==> config.mk <==
export PLATFORM = sky130hd
export DESIGN_NAME = cordic_input_sequencer_flat
export DESIGN_NICKNAME = d
export VERILOG_FILES = /design/src/rtl/cordic_input_sequencer_if.sv /design/src/rtl/cordic_input_sequencer.sv /design/src/flat_wrapper.sv
export SDC_FILE = /design/constraint.sdc
export NUM_CORES = 1
export LEC_CHECK = 0
export ABC_AREA = 0
export CAP_MARGIN = 20
export CORE_ASPECT_RATIO = 0.5
export CORE_UTILIZATION = 50
export CTS_CLUSTER_DIAMETER = 60
export DETAILED_ROUTE_END_ITERATION = 16
export PLACE_DENSITY_LB_ADDON = 0.2
export SLEW_MARGIN = 20
export SYNTH_ARGS = -nofsm -noshare
export SYNTH_HDL_FRONTEND = slang
export SYNTH_SLANG_ARGS = --single-unit
==> constraint.sdc <==
create_clock -name clk -period 9.8 [get_ports clk]
set_clock_uncertainty 0.15 [all_clocks]
set_input_delay 0.98 -clock clk [delete_from_list [all_inputs] [get_ports clk]]
set_output_delay 0.98 -clock clk [all_outputs]
set_load 0.02 [all_outputs]
==> src/rtl/cordic_input_sequencer_if.sv <==
// cordic_input_sequencer_if
// Request handshake, core operand outputs and result/credit signals of the
// CORDIC input sequencer. The master side drives requests and returns
// credits. The slave side is the sequencer itself.
interface cordic_input_sequencer_if #(
  parameter int WIDTH = 16
);
  // Request channel (valid/ready)
  logic             in_valid;
  logic             in_ready;
  logic             in_mode;
  logic [WIDTH-1:0] in_x;
  logic [WIDTH-1:0] in_y;
  logic [WIDTH-1:0] in_z;

  // Operand set presented to the CORDIC core
  logic             mode;
  logic [WIDTH-1:0] x;
  logic [WIDTH-1:0] y;
  logic [WIDTH-1:0] z;
  logic             issue_valid;

  // Result tracking and credit return
  logic             res_valid;
  logic             res_folded;
  logic             res_pop;

  modport master (
    output in_valid, in_mode, in_x, in_y, in_z, res_pop,
    input  in_ready, mode, x, y, z, issue_valid, res_valid, res_folded
  );

  modport slave (
    input  in_valid, in_mode, in_x, in_y, in_z, res_pop,
    output in_ready, mode, x, y, z, issue_valid, res_valid, res_folded
  );
endinterface

==> src/rtl/cordic_input_sequencer.sv <==
// cordic_input_sequencer
// Feeds a 16-bit, 8-stage CORDIC core. Requests pass through a 2-entry FIFO
// and are quadrant-folded when they are written. At most one operand set is
// issued per cycle, and each issue needs a credit from the downstream result
// buffer. A LATENCY-deep valid/tag pipeline marks the cycle in which each
// result leaves the core.
// Optional feature macro: CORDIC_QUAD_FOLD_EN enables quadrant pre-folding.
// When the macro is undefined, operands pass through and folded is always 0.
module cordic_input_sequencer #(
  parameter int               WIDTH   = 16,
  parameter int               LATENCY = 8,   // must be >= 2
  parameter int               CREDITS = 4,
  parameter logic [WIDTH-1:0] PI      = 16'h6488,
  parameter logic [WIDTH-1:0] HALF_PI = 16'h3244
) (
  input logic                     clk,
  input logic                     reset,   // asynchronous, active low
  cordic_input_sequencer_if.slave bus
);

  localparam int            CW          = $clog2(CREDITS + 1);
  localparam logic [CW-1:0] CREDITS_MAX = CW'(CREDITS);

  typedef struct packed {
    logic             mode;
    logic [WIDTH-1:0] x;
    logic [WIDTH-1:0] y;
    logic [WIDTH-1:0] z;
    logic             folded;
  } entry_t;

  entry_t           w_wr_entry;
  entry_t           w_head;
  logic             w_in_ready;
  logic             w_push;
  logic             w_issue;

  entry_t           r_mem [2];
  logic             r_wr_ptr;
  logic             r_rd_ptr;
  logic [1:0]       r_count;
  logic [CW-1:0]    r_credits;

  logic             r_mode;
  logic [WIDTH-1:0] r_x;
  logic [WIDTH-1:0] r_y;
  logic [WIDTH-1:0] r_z;
  logic             r_folded;
  logic             r_issue_valid;
  logic [LATENCY-1:0] r_vld_pipe;
  logic [LATENCY-1:0] r_fold_pipe;

`ifdef CORDIC_QUAD_FOLD_EN
  localparam logic [WIDTH-1:0]        S_MIN         = {1'b1, {(WIDTH-1){1'b0}}};
  localparam logic signed [WIDTH-1:0] S_HALF_PI     = HALF_PI;
  localparam logic signed [WIDTH-1:0] S_NEG_HALF_PI = -HALF_PI;

  // Two's-complement negation that maps the most negative value to the most
  // positive one instead of wrapping back to itself.
  function automatic logic [WIDTH-1:0] sat_neg(input logic [WIDTH-1:0] v);
    return (v == S_MIN) ? ~S_MIN : (~v + 1'b1);
  endfunction

  // Move the request into the core's convergence range before it is buffered.
  always_comb begin
    // NOTE: every always_comb output gets a default first, so no path can leave it unassigned and infer a latch.
    w_wr_entry = '{mode: bus.in_mode, x: bus.in_x, y: bus.in_y, z: bus.in_z, folded: 1'b0};
    if (bus.in_mode) begin
      if ($signed(bus.in_z) > S_HALF_PI) begin
        w_wr_entry.x      = sat_neg(bus.in_x);
        w_wr_entry.y      = sat_neg(bus.in_y);
        w_wr_entry.z      = bus.in_z - PI;
        w_wr_entry.folded = 1'b1;
      end else if ($signed(bus.in_z) < S_NEG_HALF_PI) begin
        w_wr_entry.x      = sat_neg(bus.in_x);
        w_wr_entry.y      = sat_neg(bus.in_y);
        w_wr_entry.z      = bus.in_z + PI;
        w_wr_entry.folded = 1'b1;
      end
    end else if (bus.in_x[WIDTH-1]) begin
      w_wr_entry.x      = sat_neg(bus.in_x);
      w_wr_entry.y      = sat_neg(bus.in_y);
      w_wr_entry.z      = bus.in_y[WIDTH-1] ? (bus.in_z - PI) : (bus.in_z + PI);
      w_wr_entry.folded = 1'b1;
    end
  end
`else
  // Folding disabled: the angle constants are only needed by the fold path.
  logic w_unused_fold_consts;
  assign w_unused_fold_consts = ^{PI, HALF_PI};

  // Pass the request through unchanged.
  always_comb begin
    w_wr_entry = '{mode: bus.in_mode, x: bus.in_x, y: bus.in_y, z: bus.in_z, folded: 1'b0};
  end
`endif

  assign w_in_ready = (r_count != 2'd2);
  assign w_push     = bus.in_valid && w_in_ready;
  assign w_issue    = (r_count != 2'd0) && (r_credits != '0);
  assign w_head     = r_mem[r_rd_ptr];

  // FIFO storage: data is qualified by r_count, so it needs no reset.
  // NOTE: the memory array is deliberately left unreset; clearing the pointers and count is enough and keeps it a plain RAM.
  always_ff @(posedge clk) begin
    if (w_push) r_mem[r_wr_ptr] <= w_wr_entry;
  end

  // FIFO pointers and occupancy; a push and a pop in the same cycle leave the count unchanged.
  always_ff @(posedge clk or negedge reset) begin
    // NOTE: sequential state uses non-blocking assignments so every register samples pre-edge values.
    if (!reset) begin
      r_wr_ptr <= 1'b0;
      r_rd_ptr <= 1'b0;
      r_count  <= 2'd0;
    end else begin
      if (w_push)  r_wr_ptr <= ~r_wr_ptr;
      if (w_issue) r_rd_ptr <= ~r_rd_ptr;
      case ({w_push, w_issue})
        2'b10:   r_count <= r_count + 2'd1;
        2'b01:   r_count <= r_count - 2'd1;
        default: r_count <= r_count;
      endcase
    end
  end

  // Credit counter: an issue takes a credit and res_pop returns one. A return
  // with every credit already home is dropped.
  always_ff @(posedge clk or negedge reset) begin
    if (!reset) begin
      r_credits <= CREDITS_MAX;
    end else if (w_issue && !bus.res_pop) begin
      r_credits <= r_credits - 1'b1;
    end else if (!w_issue && bus.res_pop && (r_credits != CREDITS_MAX)) begin
      r_credits <= r_credits + 1'b1;
    end
  end

  // Core operand registers: load from the FIFO head on issue, otherwise hold.
  always_ff @(posedge clk or negedge reset) begin
    if (!reset) begin
      r_mode        <= 1'b0;
      r_x           <= '0;
      r_y           <= '0;
      r_z           <= '0;
      r_folded      <= 1'b0;
      r_issue_valid <= 1'b0;
    end else begin
      r_issue_valid <= w_issue;
      if (w_issue) begin
        r_mode   <= w_head.mode;
        r_x      <= w_head.x;
        r_y      <= w_head.y;
        r_z      <= w_head.z;
        r_folded <= w_head.folded;
      end
    end
  end

  // Valid/tag pipeline that tracks each issued operand set through the core.
  always_ff @(posedge clk or negedge reset) begin
    if (!reset) begin
      r_vld_pipe  <= '0;
      r_fold_pipe <= '0;
    end else begin
      r_vld_pipe  <= {r_vld_pipe[LATENCY-2:0], r_issue_valid};
      r_fold_pipe <= {r_fold_pipe[LATENCY-2:0], r_issue_valid & r_folded};
    end
  end

  assign bus.in_ready    = w_in_ready;
  assign bus.mode        = r_mode;
  assign bus.x           = r_x;
  assign bus.y           = r_y;
  assign bus.z           = r_z;
  assign bus.issue_valid = r_issue_valid;
  assign bus.res_valid   = r_vld_pipe[LATENCY-1];
  assign bus.res_folded  = r_fold_pipe[LATENCY-1];

endmodule

==> src/flat_wrapper.sv <==
// flat-port wrapper written by rule: the top's interface ports become plain ports
module cordic_input_sequencer_flat 
#(
  parameter int               WIDTH   = 16,
  parameter int               LATENCY = 8,                  
  parameter int               CREDITS = 4,
  parameter logic [WIDTH-1:0] PI      = 16'h6488,
  parameter logic [WIDTH-1:0] HALF_PI = 16'h3244
)
  (clk, reset, bus_in_valid, bus_in_mode, bus_in_x, bus_in_y, bus_in_z, bus_res_pop, bus_in_ready, bus_mode, bus_x, bus_y, bus_z, bus_issue_valid, bus_res_valid, bus_res_folded);
  cordic_input_sequencer_if #(.WIDTH(WIDTH)) bus_i ();
  input logic clk;
  input logic reset;
  input wire logic [$bits(bus_i.in_valid)-1:0] bus_in_valid;
  input wire logic [$bits(bus_i.in_mode)-1:0] bus_in_mode;
  input wire logic [$bits(bus_i.in_x)-1:0] bus_in_x;
  input wire logic [$bits(bus_i.in_y)-1:0] bus_in_y;
  input wire logic [$bits(bus_i.in_z)-1:0] bus_in_z;
  input wire logic [$bits(bus_i.res_pop)-1:0] bus_res_pop;
  output wire logic [$bits(bus_i.in_ready)-1:0] bus_in_ready;
  output wire logic [$bits(bus_i.mode)-1:0] bus_mode;
  output wire logic [$bits(bus_i.x)-1:0] bus_x;
  output wire logic [$bits(bus_i.y)-1:0] bus_y;
  output wire logic [$bits(bus_i.z)-1:0] bus_z;
  output wire logic [$bits(bus_i.issue_valid)-1:0] bus_issue_valid;
  output wire logic [$bits(bus_i.res_valid)-1:0] bus_res_valid;
  output wire logic [$bits(bus_i.res_folded)-1:0] bus_res_folded;
  assign bus_i.in_valid = bus_in_valid;
  assign bus_i.in_mode = bus_in_mode;
  assign bus_i.in_x = bus_in_x;
  assign bus_i.in_y = bus_in_y;
  assign bus_i.in_z = bus_in_z;
  assign bus_i.res_pop = bus_res_pop;
  assign bus_in_ready = bus_i.in_ready;
  assign bus_mode = bus_i.mode;
  assign bus_x = bus_i.x;
  assign bus_y = bus_i.y;
  assign bus_z = bus_i.z;
  assign bus_issue_valid = bus_i.issue_valid;
  assign bus_res_valid = bus_i.res_valid;
  assign bus_res_folded = bus_i.res_folded;
  cordic_input_sequencer #(.WIDTH(WIDTH), .LATENCY(LATENCY), .CREDITS(CREDITS), .PI(PI), .HALF_PI(HALF_PI)) u_core (.clk(clk), .reset(reset), .bus(bus_i));
endmodule
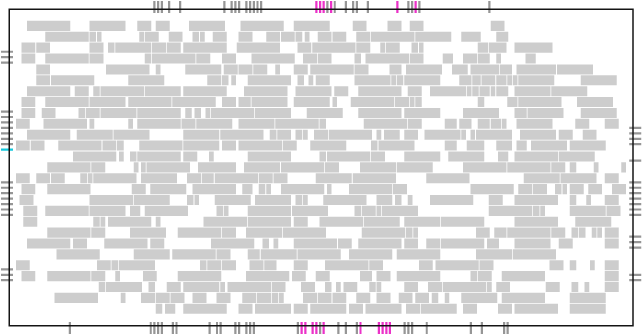
**Above:** run 1 (ports around the boundary).
(4 px per um) Pins as bars across the die edge, other pins in grey.
- cyan: bus_in_mode (pins 1; direction input; edge left)
- magenta: bus_x (pins 16; direction output; edge 10 bottom, 6 top)
number of port buffers: 104
die width: 156 um

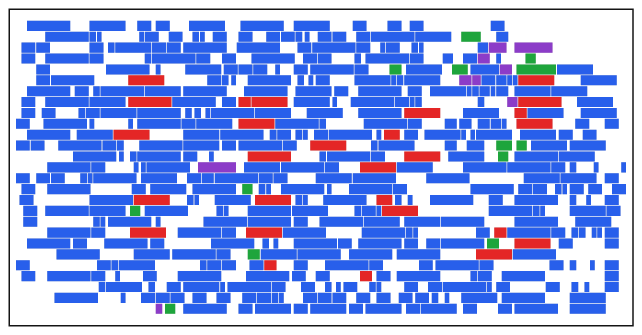
**Above:** run 1 (cells by drive strength).
(4 px per um)
- purple: _2 cells (cells 9; share 1.8%)
- blue: _0 and _1 cells (cells 439; share 90%; most used clkdlybuf4s50_1)
- red: _6 and larger (cells 27; share 5.5%; most used clkbuf_16)
- green: _3 and _4 cells (cells 13; share 2.7%; most used buf_4)

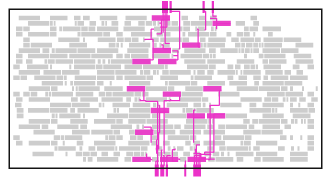
**Above:** run 1 (wires at chosen ports, followed through buffers).
(2 px per um)
- magenta: bus_x (direction output; end cells 16; wire 491 um)

==> job_summary.md, run 1 <==
### Metrics collected by this job

| Metric | Value |
|---|---|
| Mean instance size in the synthesized netlist | about 16 um2 |
| CP delay by family, top | buffers and inverters |
| Standard cell core area | ~11000 um2 |
| Flops after synth | 163 |
| Most frequent logic cell in the layout | sky130_fd_sc_hd__clkdlybuf4s50_1 |
| Number of placement rows | 27 |
| Max Freq | 340 MHz |
| Maximum number of pins on one net before global-route repair | around 100 |
| # clock sinks | between 150 and 200 |
| Layout cells sized above 1 | between 10% and 20% |
| Chain of cells forming the critical path | or2b_1, clkdlybuf4s50_1 |
| Synth Instances | 367 |
| LEAKAGE | 2.97 nW |
| Setup TNS after final layout | 0 ns |
| Asr flop ratio synth | 39.9% |
| Power Dens Cells | ~350 nW/um2 |
| RSZ-0062 raised after global routing | false |
| Count of unresolved DRC violations after routing | 0 |
| Non-Filler Cell Area, Final | just under 8000 um2 |
| Fin nets | 530 |
| Total number of vias | 3220 |
| Clock root buffer master | sky130_fd_sc_hd__clkbuf_16 |
| Post-synth area from yosys stat | 5890 um2 |
| Worst Path Max Fanout | 9 |
| Required time at the endpoint of the critical path | 8.67 ns |
| Maximum vdd ir drop | 187 uV |
| Final critical-path setup slack | roughly 6.9 ns |
| Global-route usage over all layers | a little under a fifth |
| Detailed-router iteration count before antenna repair | 4 |
| Via density | between 4 and 5 |
| Deepest clock path buffer count | 2 |
| Die area | 12300 um2 |
| Status | finished clean |
| Drt wl/cell | 15.8 um |
| Synth cell count leaders | 98 x sky130_fd_sc_hd__edfxtp_1, 64 x sky130_fd_sc_hd__dfrtp_1, 50 x sky130_fd_sc_hd__mux2i_1, 50 x sky130_fd_sc_hd__nand2_1, 49 x sky130_fd_sc_hd__o21ai_0 |
| Placed cell areas | 7080 um2 |
| Worst min-delay path category | reg2reg |
| # resized after CTS | 0 |
| Post-CTS clock slew at the launch and capture registers of the worst setup and hold paths | 0.06 ns |
==> run 1: power breakdown <==
| group | total [mW] | internal (mW) | switching, mW |
|---|---|---|---|
| Sequential | 1.12 | 0.989 | 0.133 |
| Combinational | 0.898 | 0.397 | 0.502 |
| Clock | 0.684 | 0.409 | 0.276 |
==> run 1: final timing paths <==
path,slack (ns),to,cells past startpoint
max in group asynchronous,8.30,u_core.r_rd_ptr$_DFFE_PN0P_,2
worst min-delay path,0.20,u_core.r_vld_pipe[5]$_DFF_PN0_,0
min in group asynchronous,0.59,u_core.bus.z[13]$_DFFE_PN0P_,2
worst min register to register,0.20,u_core.r_vld_pipe[5]$_DFF_PN0_,0
worst max-delay path,6.86,bus_in_ready,2
worst max register to register,7.33,u_core.r_count[1]$_DFFE_PN0P_,6
==> run 1: per-layer routing <==
metal	routed length, um	share of wire, %	track usage (%)
met1	4510	44	22.7
met2	5190	51	31.3
met3	377	3.7	5.13
met4	151	1.5	6.86
met5	0	0	0
==> run 1: kinds of logic (layout without fill, tap and decap cells) <==
| logic type | after synthesis | after routing | synth area share (%) |
|---|---|---|---|
| AOI/OAI and AO/OA | 60 | 60 | 5.82 |
| xor gates and xnor gates | 6 | 6 | 0.892 |
| adders and majority gates | 2 | 2 | 0.552 |
| buffers and inverters | 24 | 145 | 2.17 |
| DFF | 163 | 163 | 77.5 |
| muxes | 50 | 50 | 8.49 |
| other | 1 | 1 | 0.0636 |
| and+or+nand+nor | 61 | 61 | 4.48 |
==> run 1: flip-flops by register name (all words and copies together), names as in the netlist <==
name and count:
u_core.r_rd_ptr 1, u_core.r_count 2, u_core.r_vld_pipe 8, u_core.r_wr_ptr 1, u_core.bus.y 16, u_core.bus.issue_valid 1
u_core.bus.mode 1, u_core.r_credits 3, u_core.r_mem 98, u_core.bus.x 16, u_core.bus.z 16
==> run 1: layout make-up <==
cell class,instances,area (um2)
well taps,159,199
repair buffers,109,1070
fillers,801,3520
clock buffers,17,425
flip-flops and latches,163,4570
clock inverters,15,194
multi-input cells,180,1220
inverters,4,15.0
==> run 1: metrics by stage <==
stage | power, mW | cells | hold WS [ns] | util, %
floorplan | 1.68 | 367 | 0.181 | -
global placement | 2.01 | 615 | 0.182 | 63.1
detailed placement | 2.04 | 615 | 0.186 | 63.1
CTS | 2.74 | 647 | 0.202 | 68.6
global route | 2.86 | 647 | 0.211 | 68.6
finish | 2.70 | 647 | 0.199 | 68.6
## Run 2: what changed since run 1
--- a/config.mk
+++ b/config.mk
@@ -8,7 +8,7 @@
 export ABC_AREA = 0
 export CAP_MARGIN = 20
 export CORE_ASPECT_RATIO = 0.5
-export CORE_UTILIZATION = 50
+export CORE_UTILIZATION = 47
 export CTS_CLUSTER_DIAMETER = 60
 export DETAILED_ROUTE_END_ITERATION = 16
 export PLACE_DENSITY_LB_ADDON = 0.2
==> constraint.sdc (replaced) <==
create_clock -name clk -period 2.6 [get_ports clk]
set_clock_uncertainty 0.15 [all_clocks]
set_input_delay 0.26 -clock clk [delete_from_list [all_inputs] [get_ports clk]]
set_output_delay 0.26 -clock clk [all_outputs]
set_load 0.02 [all_outputs]
==> job_summary.md, run 2 <==
### Metrics collected by this job

| Metric | Value |
|---|---|
| Flops after synth | 163 (unchanged) |
| Deepest clock path buffer count | 2 (unchanged) |
| Global-route usage over all layers | 16.7% (-1.7 points) |
| Worst min-delay path category | reg2reg |
| CP delay by family, top | simple AND/OR/NAND/NOR gates |
| Maximum number of pins on one net before global-route repair | 101 (unchanged) |
| Fin nets | 534 (+0.75%) |
| Flip-flop count of the largest register after layout | 98 (unchanged) |
| Asr flop ratio synth | 39.9% (unchanged) |
| Total power after layout | 10.2 mW (+280%) |
| Layout cells sized above 1 | 10.4% (+0.32 points) |
| Chain of cells forming the critical path | o32ai_4, or2_2, fa_1, or4b_4, o31a_1, o211ai_2 |
| Hold Slack | 0.195 ns (-0.00427 ns) |
| Standard cell core area | 12000 um2 (+7.1%) |
| Max Freq | 410 MHz |
| Number of port buffers | 104 (unchanged) |
| Detailed-router iteration count before antenna repair | 5 (+1) |
| RSZ-0062 raised after global routing | false |
| # clock sinks | 163 (unchanged) |
| Via density | 4.85 (-2.6%) |
| Status | finished clean |
| Setup TNS after final layout | 0 ns (unchanged) |
| Worst Path Max Fanout | 4 (-5) |
| Synth Instances | 367 (unchanged) |
| Total number of vias | 3185 (-1.1%) |
| Mean instance size in the synthesized netlist | 16.1 um2 (unchanged) |
| Most flops, register | u_core.r_mem |
| Drt wl/cell | 15.1 um (-4.6%) |
| Clock root buffer master | sky130_fd_sc_hd__clkbuf_16 |
| Required time at the endpoint of the critical path | 2.78 ns (-5.89 ns) |
| Count of unresolved DRC violations after routing | 0 (unchanged) |
| Post-CTS clock slew at the launch and capture registers of the worst setup and hold paths | 0.06 ns (about the same) |
| Synth cell count leaders | 98 x sky130_fd_sc_hd__edfxtp_1, 64 x sky130_fd_sc_hd__dfrtp_1, 50 x sky130_fd_sc_hd__mux2i_1, 50 x sky130_fd_sc_hd__nand2_1, 49 x sky130_fd_sc_hd__o21ai_0 |
| Instance count after placement with tap cells included | 624 (+1.5%) |
| Number of placement rows | 28 (+3.7%) |
| Power Dens Cells | 1310 nW/um2 (+270%) |
## run 2: cell families (layout without fill, tap and decap cells)
group	count (synthesis)	after routing	share of synthesized area, %
and+or+nand+nor	61	61	4.48
DFF	163	163	77.5
adders and majority gates	2	2	0.552
muxes	50	50	8.49
AOI/OAI and AO/OA	60	60	5.82
other	1	1	0.0636
buffers and inverters	24	149	2.17
xor gates and xnor gates	6	6	0.892
## run 2: area by class of cell
| class | count | area (um2) | area share [%] |
|---|---|---|---|
| clock buffer | 18 | 429 | 5.53 |
| clock inverter | 14 | 175 | 2.26 |
| inverter | 4 | 15.0 | 0.193 |
| multi-input combinational | 180 | 1220 | 15.7 |
| sequential | 163 | 4570 | 58.9 |
| tap | 165 | 206 | 2.66 |
| timing repair buffer | 113 | 1150 | 14.8 |
## run 2: worst reg2reg max path: stages, from the launching register on
cell	delay, ns
sky130_fd_sc_hd__dfstp_2	0.60
sky130_fd_sc_hd__o32ai_4	0.11
sky130_fd_sc_hd__or2_2	0.30
sky130_fd_sc_hd__fa_1	0.41
sky130_fd_sc_hd__or4b_4	0.50
sky130_fd_sc_hd__o31a_1	0.14
sky130_fd_sc_hd__o211ai_2	0.16
## run 2: metrics by stage
stage               cell area, um2  util, %
finish                        7760     64.6
global route                  7760     64.6
CTS                           7760     64.6
detailed placement            7150     59.5
global placement              7150     59.5
floorplan                     5900        -
## run 2: repair_timing
action / 4_1_cts / 5_1_grt
setup endpoints to repair: 0 / 1
buffers inserted: 0 / 0
hold buffers: 1 / 0
resized: 0 / 1
endpoints found under the hold margin: 64 / 0
## run 2: path summary, 6_finish.rpt
| kind | depth (start not counted) | to | slack, ns |
|---|---|---|---|
| max | 6 | u_core.r_credits[2]$_DFFE_PN1P_ | 0.16 |
| min | 0 | u_core.r_vld_pipe[6]$_DFF_PN0_ | 0.20 |
| max in group asynchronous | 2 | u_core.r_rd_ptr$_DFFE_PN0P_ | 1.34 |
| max reg2reg | 6 | u_core.r_credits[2]$_DFFE_PN1P_ | 0.16 |
| min reg2reg | 0 | u_core.r_vld_pipe[6]$_DFF_PN0_ | 0.20 |
| min in group asynchronous | 2 | u_core.bus.z[11]$_DFFE_PN0P_ | 0.37 |
## run 2: report_power, final
part | internal, mW | leakage [nW] | switching (mW) | total (mW)
Clock | 1.53 | 0.290 | 1.00 | 2.53
Sequential | 3.72 | 1.69 | 0.393 | 4.11
Combinational | 1.57 | 1.01 | 1.97 | 3.53
## run 2: layer usage
| layer | part of all wire [%] | wire length, um | vias up | track usage, % |
|---|---|---|---|---|
| met5 | 0 | 0 | - | 0 |
| met3 | 3.6 | 357 | 8 | 5.01 |
| met2 | 51 | 5100 | 60 | 29.2 |
| met4 | 0.77 | 76 | 0 | 5.81 |
| li1 | - | - | 1552 | - |
| met1 | 44 | 4380 | 1565 | 20.0 |
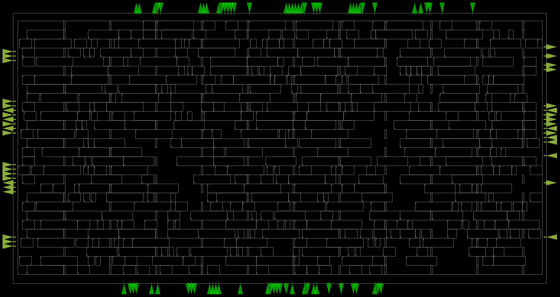
**Above:** run 2 (placed standard cells).
Layout fillers: 908
share of cell area taken by flip-flops and latches: 58.9%

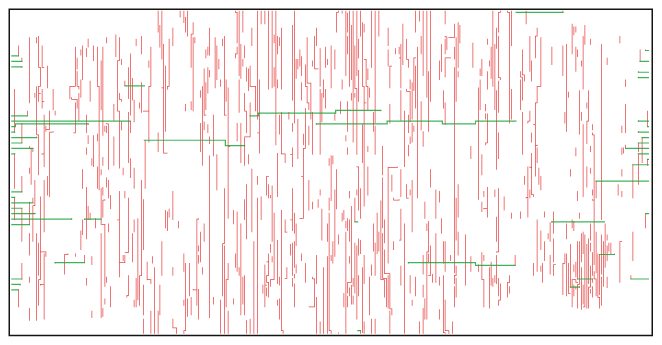
**Above:** run 2 (signal wires by layer).
(4 px per um) Two of the layers only.
- red: metal 2 (wire length 5100 um)
- green: metal 3 (wire length 358 um)

**Run 2: ports around the boundary**

(4 px per um) Pins as bars across the die edge, other pins in grey.
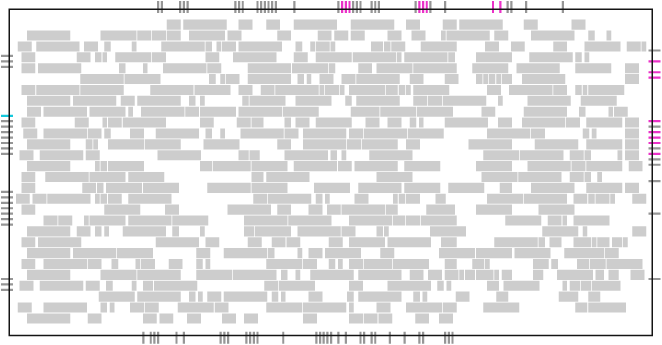

## Run 3: what changed since run 2
--- a/config.mk
+++ b/config.mk
@@ -11,6 +11,7 @@
 export CORE_UTILIZATION = 47
 export CTS_CLUSTER_DIAMETER = 60
 export DETAILED_ROUTE_END_ITERATION = 16
+export GPL_TIMING_DRIVEN = 0
 export PLACE_DENSITY_LB_ADDON = 0.2
 export SLEW_MARGIN = 20
 export SYNTH_ARGS = -nofsm -noshare
==> constraint.sdc (replaced) <==
create_clock -name clk -period 2 [get_ports clk]
set_clock_uncertainty 0.15 [all_clocks]
set_input_delay 0.2 -clock clk [delete_from_list [all_inputs] [get_ports clk]]
set_output_delay 0.2 -clock clk [all_outputs]
set_load 0.02 [all_outputs]
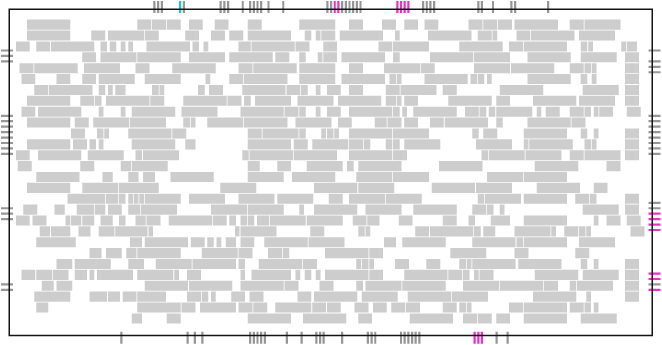
**Above:** run 3 (ports around the boundary).
(4 px per um) Pins as bars across the die edge, other pins in grey.
- cyan: bus_in_mode (pins 1; direction input; edge top)
- magenta: bus_x (pins 16; direction output; edge 7 right, 6 top, 3 bottom)
die height: 81.2 um
die width: 160 um

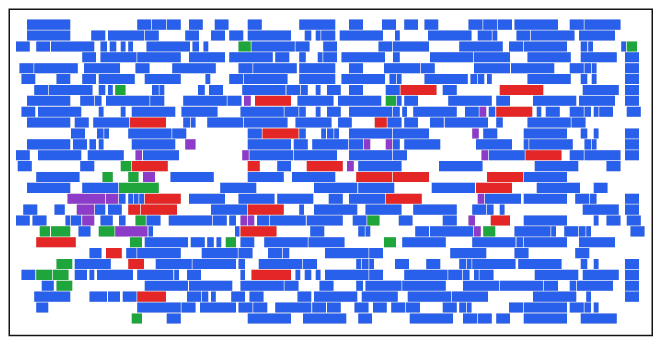
**Above:** run 3 (cells by drive strength).
(4 px per um)
final critical-path setup slack: -0.207 ns
Non-Filler Cell Area, Final: 7860 um2
Area growth, synth to finish: 33.3%

==> job_summary.md, run 3 <==
### Metrics collected by this job

| Metric | Value |
|---|---|
| Status | finished with violations |
| Violations in the final reports | negative setup slack |
| Required time at the endpoint of the critical path | 2.18 ns (-0.60 ns) |
| Clock root buffer master | sky130_fd_sc_hd__clkbuf_16 |
| Multi-input logic area | 1240 um2 (+2.3%) |
| # clock sinks | 163 (unchanged) |
| Standard cell core area | 12000 um2 (unchanged) |
| Warnings from Yosys | 0 |
| Total power after layout | 13.4 mW (+31%) |
| Number of port buffers | 104 (unchanged) |
| Flip-flop count of the largest register after layout | 98 (unchanged) |
| Power Dens Cells | 1700 nW/um2 (+30%) |
| Via density | 4.86 (+0.32%) |
| Maximum number of pins on one net before global-route repair | 50 (-50%) |
| Synth Instances | 367 (unchanged) |
| Instance count after placement with tap cells included | 639 (+2.4%) |
| Number of placement rows | 28 (unchanged) |
| Most frequent logic cells in the routed design | 102 x sky130_fd_sc_hd__clkdlybuf4s50_1, 98 x sky130_fd_sc_hd__edfxtp_1, 64 x sky130_fd_sc_hd__dfrtp_1 |
| Total number of vias | 3278 (+2.9%) |
| Mean instance size in the synthesized netlist | 16.1 um2 (unchanged) |
| Synth cell count leaders | 98 x sky130_fd_sc_hd__edfxtp_1, 64 x sky130_fd_sc_hd__dfrtp_1, 50 x sky130_fd_sc_hd__mux2i_1, 50 x sky130_fd_sc_hd__nand2_1, 49 x sky130_fd_sc_hd__o21ai_0 |
| Drt initial violations | 136 |
| Hold Slack | 0.123 ns (-0.0718 ns) |
| ANT nets after route | 0 |
| Final critical-path setup slack | -0.207 ns |
| Post-CTS clock slew at the launch and capture registers of the worst setup and hold paths | 0.06 ns (about the same) |
| Layout fillers | 898 (-1.1%) |
| Count of final setup violators | 1 |
| Most flops, register | u_core.r_mem |
| Count of unresolved DRC violations after routing | 0 (unchanged) |
| End-of-flow core utilization | 65.4% (+0.77 points) |
| Max Freq | 453 MHz (+10%) |
| Category of the critical setup timing path | reg2reg |
| Detailed-router iteration count before antenna repair | 4 (-1) |
| Fin nets | 551 (+3.2%) |
| Part of the Yosys area used for sequential elements | 77.5% |
| Area occupied by registers | 4570 um2 (about the same) |
| Flops after synth | 163 (unchanged) |
| Layout cells sized above 1 | 13.8% (+3.4 points) |
| RSZ-0062 raised after global routing | true |
| Worst Path Max Fanout | 3 (-1) |
## run 3: what timing repair did
item | CTS | global route
hold endpoints to repair | 64 | 0
hold buffers | 1 | 0
setup endpoints to repair | 28 | 60
setup buffers | 4 | 0
gates cloned | 0 | 1
pin swaps | 3 | 0
gates resized | 2 | 0
## run 3: metrics by stage
stage,area [um2],TNS (ns)
after floorplan,5920,-5.74
after global placement,7170,-143.28
after detailed placement,7240,-5.02
after CTS,7850,-0.206
after global routing,7860,-0.247
final,7860,-0.207
## run 3: metal layers
metal / global-route usage [%] / vias up / wire (um)
li1: - / 1589 / -
met1: 20.3 / 1614 / 4560
met2: 30.8 / 67 / 5520
met3: 4.75 / 8 / 438
met4: 5.05 / 0 / 68
met5: 0 / - / 0
## run 3: cell type report
cell class,instances,area share [%]
flip-flops and latches,163,58.2
multi-input cells,181,15.8
repair buffers,112,14.7
clock buffers,19,5.64
well taps,165,2.63
clock inverters,13,1.61
plain buffers,17,1.26
inverters,4,0.191
## run 3: cell families after synthesis
family / after synthesis / share of synthesized area [%]
simple gates: 61 / 4.48
buf+inv: 24 / 2.17
flops: 163 / 77.5
other cells: 1 / 0.0636
fa+ha+maj: 2 / 0.552
mux: 50 / 8.49
compound gates: 60 / 5.82
xor+xnor: 6 / 0.892
## run 3: final timing paths
| kind | to | slack, ns | cells after the start |
|---|---|---|---|
| max | u_core.r_credits[2]$_DFFE_PN1P_ | -0.21 | 6 |
| min | u_core.bus.y[1]$_DFFE_PN0P_ | 0.12 | 2 |
| max reg2reg | u_core.r_credits[2]$_DFFE_PN1P_ | -0.21 | 6 |
| min reg2reg | u_core.r_vld_pipe[5]$_DFF_PN0_ | 0.20 | 0 |
| max in group asynchronous | u_core.r_credits[2]$_DFFE_PN1P_ | 0.98 | 3 |
| min in group clk | u_core.r_vld_pipe[5]$_DFF_PN0_ | 0.20 | 0 |
## run 3: worst max-delay path: stages (launching register included)
cell,delay (ns)
sky130_fd_sc_hd__dfstp_2,0.56
sky130_fd_sc_hd__o32ai_4,0.09
sky130_fd_sc_hd__or2_4,0.24
sky130_fd_sc_hd__fa_2,0.35
sky130_fd_sc_hd__or4b_4,0.49
sky130_fd_sc_hd__o31a_1,0.13
sky130_fd_sc_hd__o211ai_2,0.13
## run 3: report_power, final
group,switching [mW],internal (mW),leakage [nW]
combinational,2.77,2.22,1.10
clock,1.31,1.76,0.267
sequential,0.463,4.83,1.69
total,4.54,8.82,3.05
Power figures rest on the tool's default switching activity, not on a simulated workload.
